<file path="src/rtl/node_injector.sv">
// Source node for a NoC router's local port: queues generator requests, interleaves
// periodic forward ants (ants win), and presents one packet at a time under i_en.
`ifndef X_NODES
`define X_NODES 4
`endif
`ifndef Y_NODES
`define Y_NODES 4
`endif
`ifndef CREATE_ANT_PERIOD
`define CREATE_ANT_PERIOD 100
`endif

package noc_pkg;
  localparam int XW    = $clog2(`X_NODES + 1);
  localparam int YW    = $clog2(`Y_NODES + 1);
  localparam int MEM_N = 4;
  localparam int TS_W  = 32;
  localparam int ID_W  = 16;

  typedef struct packed {
    logic [ID_W-1:0]                id;
    logic [XW-1:0]                  x_source;
    logic [YW-1:0]                  y_source;
    logic [XW-1:0]                  x_dest;
    logic [YW-1:0]                  y_dest;
    logic                           measure;
    logic [TS_W-1:0]                timestamp;
    logic                           ant;
    logic                           backward;
    logic [MEM_N-1:0][XW+YW-1:0]    memories;
    logic [$clog2(MEM_N+1)-1:0]     num_memories;
  } packet_t;
endpackage

module node_injector
  import noc_pkg::*;
#(
  parameter int X_LOC       = 0,
  parameter int Y_LOC       = 0,
  parameter int QUEUE_DEPTH = 32,
  parameter int ANT_PERIOD  = `CREATE_ANT_PERIOD,
  parameter int CNT_W       = 32
) (
  input  logic                             clk,
  input  logic                             reset,
  input  logic                             i_gen_val,
  input  logic [$clog2(`X_NODES+1)-1:0]    i_x_dest,
  input  logic [$clog2(`Y_NODES+1)-1:0]    i_y_dest,
  input  logic                             i_measure,
  input  logic                             i_en,
  output packet_t                          o_data,
  output logic                             o_data_val,
  output logic [CNT_W-1:0]                 o_data_count,
  output logic [CNT_W-1:0]                 o_ant_count,
  output logic [CNT_W-1:0]                 o_drop_count,
  output logic [$clog2(QUEUE_DEPTH+1)-1:0] o_queue_level
);
  localparam int NODES = `X_NODES * `Y_NODES;
  localparam int SELF  = Y_LOC * `X_NODES + X_LOC;
  localparam int AW    = $clog2(QUEUE_DEPTH);
  localparam int LW    = $clog2(QUEUE_DEPTH + 1);
  localparam int NW    = $clog2(NODES + 1);
  localparam int TW    = $clog2(ANT_PERIOD);
  localparam logic [NW-1:0] FIRST_IDX = (SELF == 0) ? NW'(1) : NW'(0);

  typedef enum logic [1:0] {EMPTY, HOLD_DATA, HOLD_ANT} state_t;
  state_t state, state_nxt;

  packet_t          fifo_mem [QUEUE_DEPTH];
  logic [AW-1:0]    wr_ptr, rd_ptr;
  logic [LW-1:0]    level;
  logic [CNT_W-1:0] cycle_timer;
  logic [TW-1:0]    ant_timer;
  logic             ant_pending;
  logic [NW-1:0]    ant_idx, ant_idx_load;
  logic [ID_W-1:0]  pkt_id;
  logic             full, empty, push, gen_drop, ant_wrap, ant_drop;
  logic             xfer, slot_free, load_ant, pop, data_xfer, ant_xfer;
  packet_t          push_pkt, ant_pkt, pop_pkt;

  // Next destination in node order, wrapping and never targeting ourselves.
  function automatic logic [NW-1:0] next_node(input logic [NW-1:0] idx);
    logic [NW-1:0] n;
    n = (int'(idx) + 1 >= NODES) ? '0 : idx + NW'(1);
    if (int'(n) == SELF) n = (int'(n) + 1 >= NODES) ? '0 : n + NW'(1);
    return n;
  endfunction

  assign full      = (level == LW'(QUEUE_DEPTH));
  assign empty     = (level == '0);
  assign push      = i_gen_val && !full;
  assign gen_drop  = i_gen_val && full;
  assign ant_wrap  = (ant_timer == TW'(ANT_PERIOD - 1));
  assign xfer      = o_data_val && i_en;
  assign slot_free = (state == EMPTY) || xfer;
  assign load_ant  = slot_free && ant_pending;
  assign pop       = slot_free && !ant_pending && !empty;
  assign ant_drop  = ant_wrap && ant_pending && !load_ant;
  // An ant leaving on the same edge a new one loads must not reuse its destination.
  assign ant_idx_load  = ant_xfer ? next_node(ant_idx) : ant_idx;
  assign o_queue_level = level;

  always_ff @(posedge clk or posedge reset) begin
    if (reset) state <= EMPTY;
    else       state <= state_nxt;
  end

  always_comb begin
    state_nxt = state;
    if (slot_free) begin
      if (ant_pending)  state_nxt = HOLD_ANT;
      else if (!empty)  state_nxt = HOLD_DATA;
      else              state_nxt = EMPTY;
    end
  end

  always_comb begin
    o_data_val = (state != EMPTY);
    data_xfer  = (state == HOLD_DATA) && i_en;
    ant_xfer   = (state == HOLD_ANT) && i_en;
  end

  always_comb begin
    push_pkt           = '0;
    push_pkt.x_source  = XW'(X_LOC);
    push_pkt.y_source  = YW'(Y_LOC);
    push_pkt.x_dest    = i_x_dest;
    push_pkt.y_dest    = i_y_dest;
    push_pkt.measure   = i_measure;
    push_pkt.timestamp = TS_W'(cycle_timer);
    ant_pkt            = '0;
    ant_pkt.id         = pkt_id;
    ant_pkt.x_source   = XW'(X_LOC);
    ant_pkt.y_source   = YW'(Y_LOC);
    ant_pkt.x_dest     = XW'(int'(ant_idx_load) % `X_NODES);
    ant_pkt.y_dest     = YW'(int'(ant_idx_load) / `X_NODES);
    ant_pkt.timestamp  = TS_W'(cycle_timer);
    ant_pkt.ant        = 1'b1;
    pop_pkt            = fifo_mem[rd_ptr];
    pop_pkt.id         = pkt_id;
  end

  always_ff @(posedge clk) begin
    if (push) fifo_mem[wr_ptr] <= push_pkt;
  end

  always_ff @(posedge clk or posedge reset) begin
    if (reset) begin
      wr_ptr       <= '0;
      rd_ptr       <= '0;
      level        <= '0;
      cycle_timer  <= '0;
      ant_timer    <= '0;
      ant_pending  <= 1'b0;
      ant_idx      <= FIRST_IDX;
      pkt_id       <= '0;
      o_data       <= '0;
      o_data_count <= '0;
      o_ant_count  <= '0;
      o_drop_count <= '0;
    end else begin
      cycle_timer  <= cycle_timer + CNT_W'(1);
      ant_timer    <= ant_wrap ? '0 : ant_timer + TW'(1);
      ant_pending  <= ant_wrap || (ant_pending && !load_ant);
      level        <= level + LW'(push) - LW'(pop);
      o_data_count <= o_data_count + CNT_W'(data_xfer);
      o_ant_count  <= o_ant_count + CNT_W'(ant_xfer);
      o_drop_count <= o_drop_count + CNT_W'(gen_drop) + CNT_W'(ant_drop);
      if (push)     wr_ptr  <= wr_ptr + AW'(1);
      if (pop)      rd_ptr  <= rd_ptr + AW'(1);
      if (ant_xfer) ant_idx <= ant_idx_load;
      if (load_ant) begin
        o_data <= ant_pkt;
        pkt_id <= pkt_id + ID_W'(1);
      end else if (pop) begin
        o_data <= pop_pkt;
        pkt_id <= pkt_id + ID_W'(1);
      end
    end
  end
endmodule

</file>
<file path="config.mk">
export PLATFORM = sky130hd
export DESIGN_NAME = node_injector
export DESIGN_NICKNAME = d
export VERILOG_FILES = /design/src/rtl/node_injector.sv
export SDC_FILE = /design/constraint.sdc
export NUM_CORES = 2
export LEC_CHECK = 0
export CAP_MARGIN = 10
export CORE_MARGIN = 2
export CORE_UTILIZATION = 65
export DETAILED_ROUTE_END_ITERATION = 12
export GPL_TIMING_DRIVEN = 0
export HOLD_SLACK_MARGIN = 0.15
export PLACE_DENSITY = 0.85
export SLEW_MARGIN = 25
export SYNTH_ARGS = -nofsm -noshare
export SYNTH_HDL_FRONTEND = slang
export SYNTH_SLANG_ARGS = --single-unit
</file>
<file path="constraint.sdc">
create_clock -name clk -period 10.8 [get_ports clk]
set_input_delay 1.08 -clock clk [delete_from_list [all_inputs] [get_ports clk]]
set_output_delay 1.08 -clock clk [all_outputs]
set_load 0.02 [all_outputs]
</file>
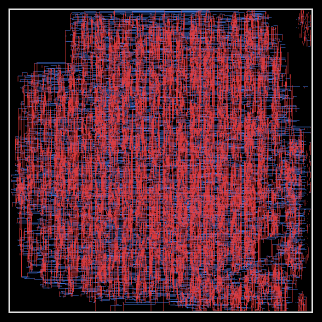
(metal layers overlaid)
Scale: 1 px per µm. Only two layers are drawn.
legend:
  M1:
    colour: blue
    wire_length: 52.9 mm
  M2:
    colour: red
    wire_length: 81.8 mm

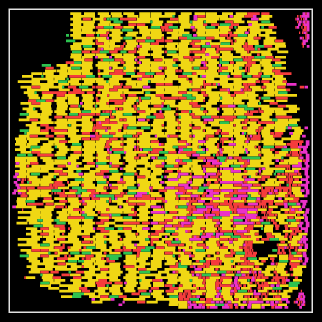
(placed cells, one colour a class)
Scale: 1 px per µm.
legend:
  clock drivers and dummy loads:
    colour: green
    cells: 257
  remaining buffers and delay cells:
    colour: magenta
    cells: 399
  remaining logic cells:
    colour: red
    cells: 1335
  sequential cells:
    colour: yellow
    cells: 1479

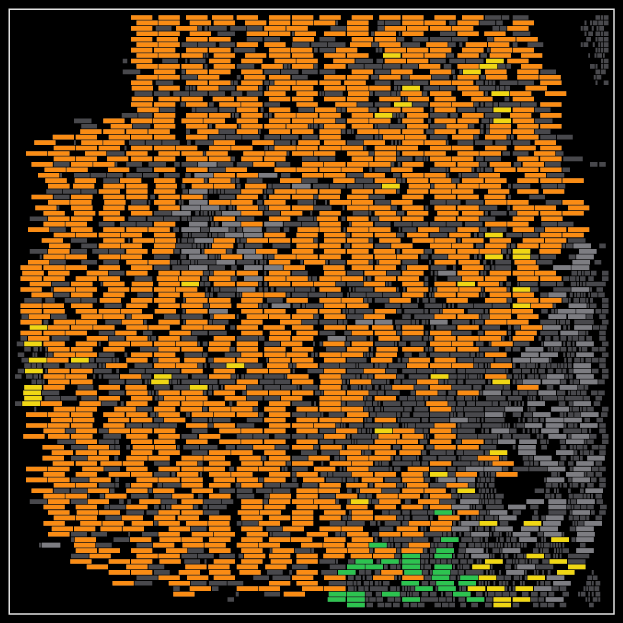
(sequential cells coloured by netlist name)
Scale: 2 px per µm. Other sequential cells in the stronger grey, the rest of the logic in the fainter grey.
legend:
  fifo_mem:
    colour: orange
    flops: 1248
    where: all over the die
  o_data:
    colour: yellow
    flops: 56
    where: all over the die
  o_data_count:
    colour: green
    flops: 32
not coloured: 143

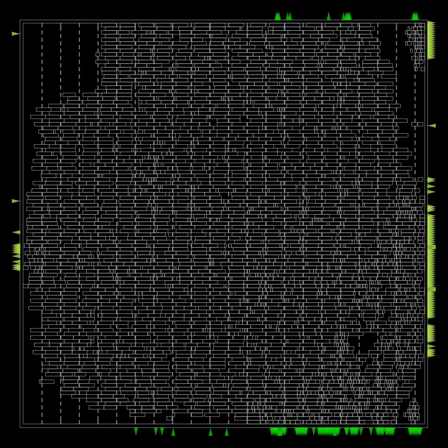
(cell outlines without signal wires)
tally of non-filler cells in the final layout: 4637
share of the core filled with cells in the final layout: 0.764
FILL cells: 4185
standard cell core area: 0.0881 mm²

==> summary.txt <==
impl run done, here's what came out: run status completed, top cells, area sky130_fd_sc_hd__edfxtp_1, sky130_fd_sc_hd__mux4_2, sky130_fd_sc_hd__dfrtp_1, H-tree depth reported by CTS 4, overall power 16400 µW, Met1 Wirelength 52.9 mm, simple-gate area share of the yosys netlist 0.0375, logic depth of the worst setup path including buffers 15, Multiplexer share 0.135, Clk pwr share 0.303, layout cell share with drive strength beyond 1 0.231, CTS buffer count 141, Initial DRT Pass Iterations 9, buffer cell driving the clock tree root sky130_fd_sc_hd__clkbuf_16, initial antenna violation count 4, Seq cells post-synth 1479, Clock Pin Slew Worst Setup and Hold Paths 0.06 ns, CP dominant cell by count sky130_fd_sc_hd__inv_1, number of design-rule violations left by the first detailed-router iteration 6306, share of the core filled by cells before placement 0.653, final routed wire length divided by cell count 36.9 µm, cell-internal power 11100 µW, maximum fanout encountered on the critical timing path 10, last weighted congestion value of the routability-driven placer 0.877, depth of the most critical reg-to-reg path 14, register with the most flip-flops fifo_mem, IO Port Bufs 169, worst-margin pin slew 1.24 ns, met2 track demand over resource in global routing 0.609, Hold Fails Final Rpt 0, critical path required time 11.45 ns, uppermost layer routed met5, cells traversed along the worst timing path clkdlybuf4s50_1, o21bai_1, nand3b_1, inv_1, clkbuf_1, ha_1, inv_1, ha_1, inv_1, fa_1, inv_1, a21oi_1, nor2_1, nor2_1, xnor2_1, total die size 0.0909 mm², destination of the critical timing path o_queue_level[4], Worst Setup SP i_en, worst-case clock skew 0.0325 ns, vias 34200, portion of total power attributed to combinational logic 0.282, # placed instances 4376, cell area reported after detailed placement 0.0628 mm², global-route wire length before repair 245 mm, area fraction of the dominant cell type after synthesis 0.651, class of the tightest hold or removal check reg -> reg, count of buffering cells on the critical path with inverters included 6, sequential cell area fraction in the yosys report 0.752, number of hold-repair buffers added at the cts stage 0, top flip-flop cell by instance count after synthesis sky130_fd_sc_hd__edfxtp_1, group with the largest share of power sequential cells, DR WL met2 81.8 mm, die width 302 µm, maximum ir drop on the vdd rail 0.210 mV, number of logged tool warnings 33, final setup violating endpoints 0, master of the slowest instance on the critical path sky130_fd_sc_hd__clkbuf_1, Final period util 0.452, cell count after synthesis 2942, depth of the worst hold-timing path 1, registers with the highest flip-flop counts fifo_mem: 1248 flops, o_data: 56 flops, Yosys Chip Area 0.0576 mm², highest-count cells in the layout ignoring fill and taps sky130_fd_sc_hd__edfxtp_1, sky130_fd_sc_hd__mux4_2, sky130_fd_sc_hd__dfrtp_1, sky130_fd_sc_hd__clkdlybuf4s50_1, sky130_fd_sc_hd__nand2_1, Clock Latency Late Sink 0.77 ns, area share of xor/xnor cells in the synthesized design 0.0228, Unique masters post-synth 58, buffers from clock root to sink, at most 3, power of the sequential group 6780 µW, power consumed by combinational cells 4620 µW, overall global routing resource usage 0.385, Crit Path Class in -> reg, vertical die dimension 302 µm, critical path launch point type primary input, setup repair after global routing missed its margin no, origin of the critical flop-to-flop path state[0], drt total wl 171 mm, mean cell area of the mapped netlist 19.6 µm², total net switching power 5310 µW, capture instance of the worst register-to-register path o_queue_level[4], Reg power frac 0.414, Max Slew Vio Count 0, largest family of logic cells by area multiplexers, Resized cells post-CTS 0, standard-cell row count 109, kind of cell adding the most delay to the critical path buffers and inverters, min-delay src o_ant_count[31]
synth_stat cells, types with 4 or more instances:
cell	number
sky130_fd_sc_hd__a21oi_1	11
sky130_fd_sc_hd__a22oi_1	68
sky130_fd_sc_hd__xnor2_1	108
sky130_fd_sc_hd__o22ai_1	42
sky130_fd_sc_hd__buf_1	7
sky130_fd_sc_hd__buf_2	32
sky130_fd_sc_hd__a21o_1	5
sky130_fd_sc_hd__buf_4	54
sky130_fd_sc_hd__mux2i_1	19
sky130_fd_sc_hd__inv_1	38
sky130_fd_sc_hd__nand3_1	64
sky130_fd_sc_hd__o21ai_1	15
sky130_fd_sc_hd__a211oi_1	8
sky130_fd_sc_hd__dfrtp_1	230
sky130_fd_sc_hd__a31oi_1	18
sky130_fd_sc_hd__and3_1	30
sky130_fd_sc_hd__nand3b_1	6
sky130_fd_sc_hd__ha_1	25
sky130_fd_sc_hd__and4_1	13
sky130_fd_sc_hd__o221ai_1	5
sky130_fd_sc_hd__edfxtp_1	1248
sky130_fd_sc_hd__nor3_1	13
sky130_fd_sc_hd__xor2_1	42
sky130_fd_sc_hd__nand2_1	146
sky130_fd_sc_hd__o21ai_0	66
sky130_fd_sc_hd__clkbuf_1	66
sky130_fd_sc_hd__or3b_2	4
sky130_fd_sc_hd__nor4_1	6
sky130_fd_sc_hd__nor2_1	103
sky130_fd_sc_hd__nand4_1	32
sky130_fd_sc_hd__mux2_2	40
sky130_fd_sc_hd__mux4_2	317
sky130_fd_sc_hd__and2_1	17
final cells by class:
class	count	area [µm²]	area share
flip-flops and latches	1479	43300	0.643
multi-input cells	1297	13700	0.203
clock buffers	195	3890	0.0578
inverters	38	150	0.00223
repair buffers	238	3370	0.0500
plain buffers	161	866	0.0129
well taps	1165	1460	0.0217
diodes	2	5.00	0.0000744
clock inverters	62	616	0.00915
Power and IR drop assume default switching activity.
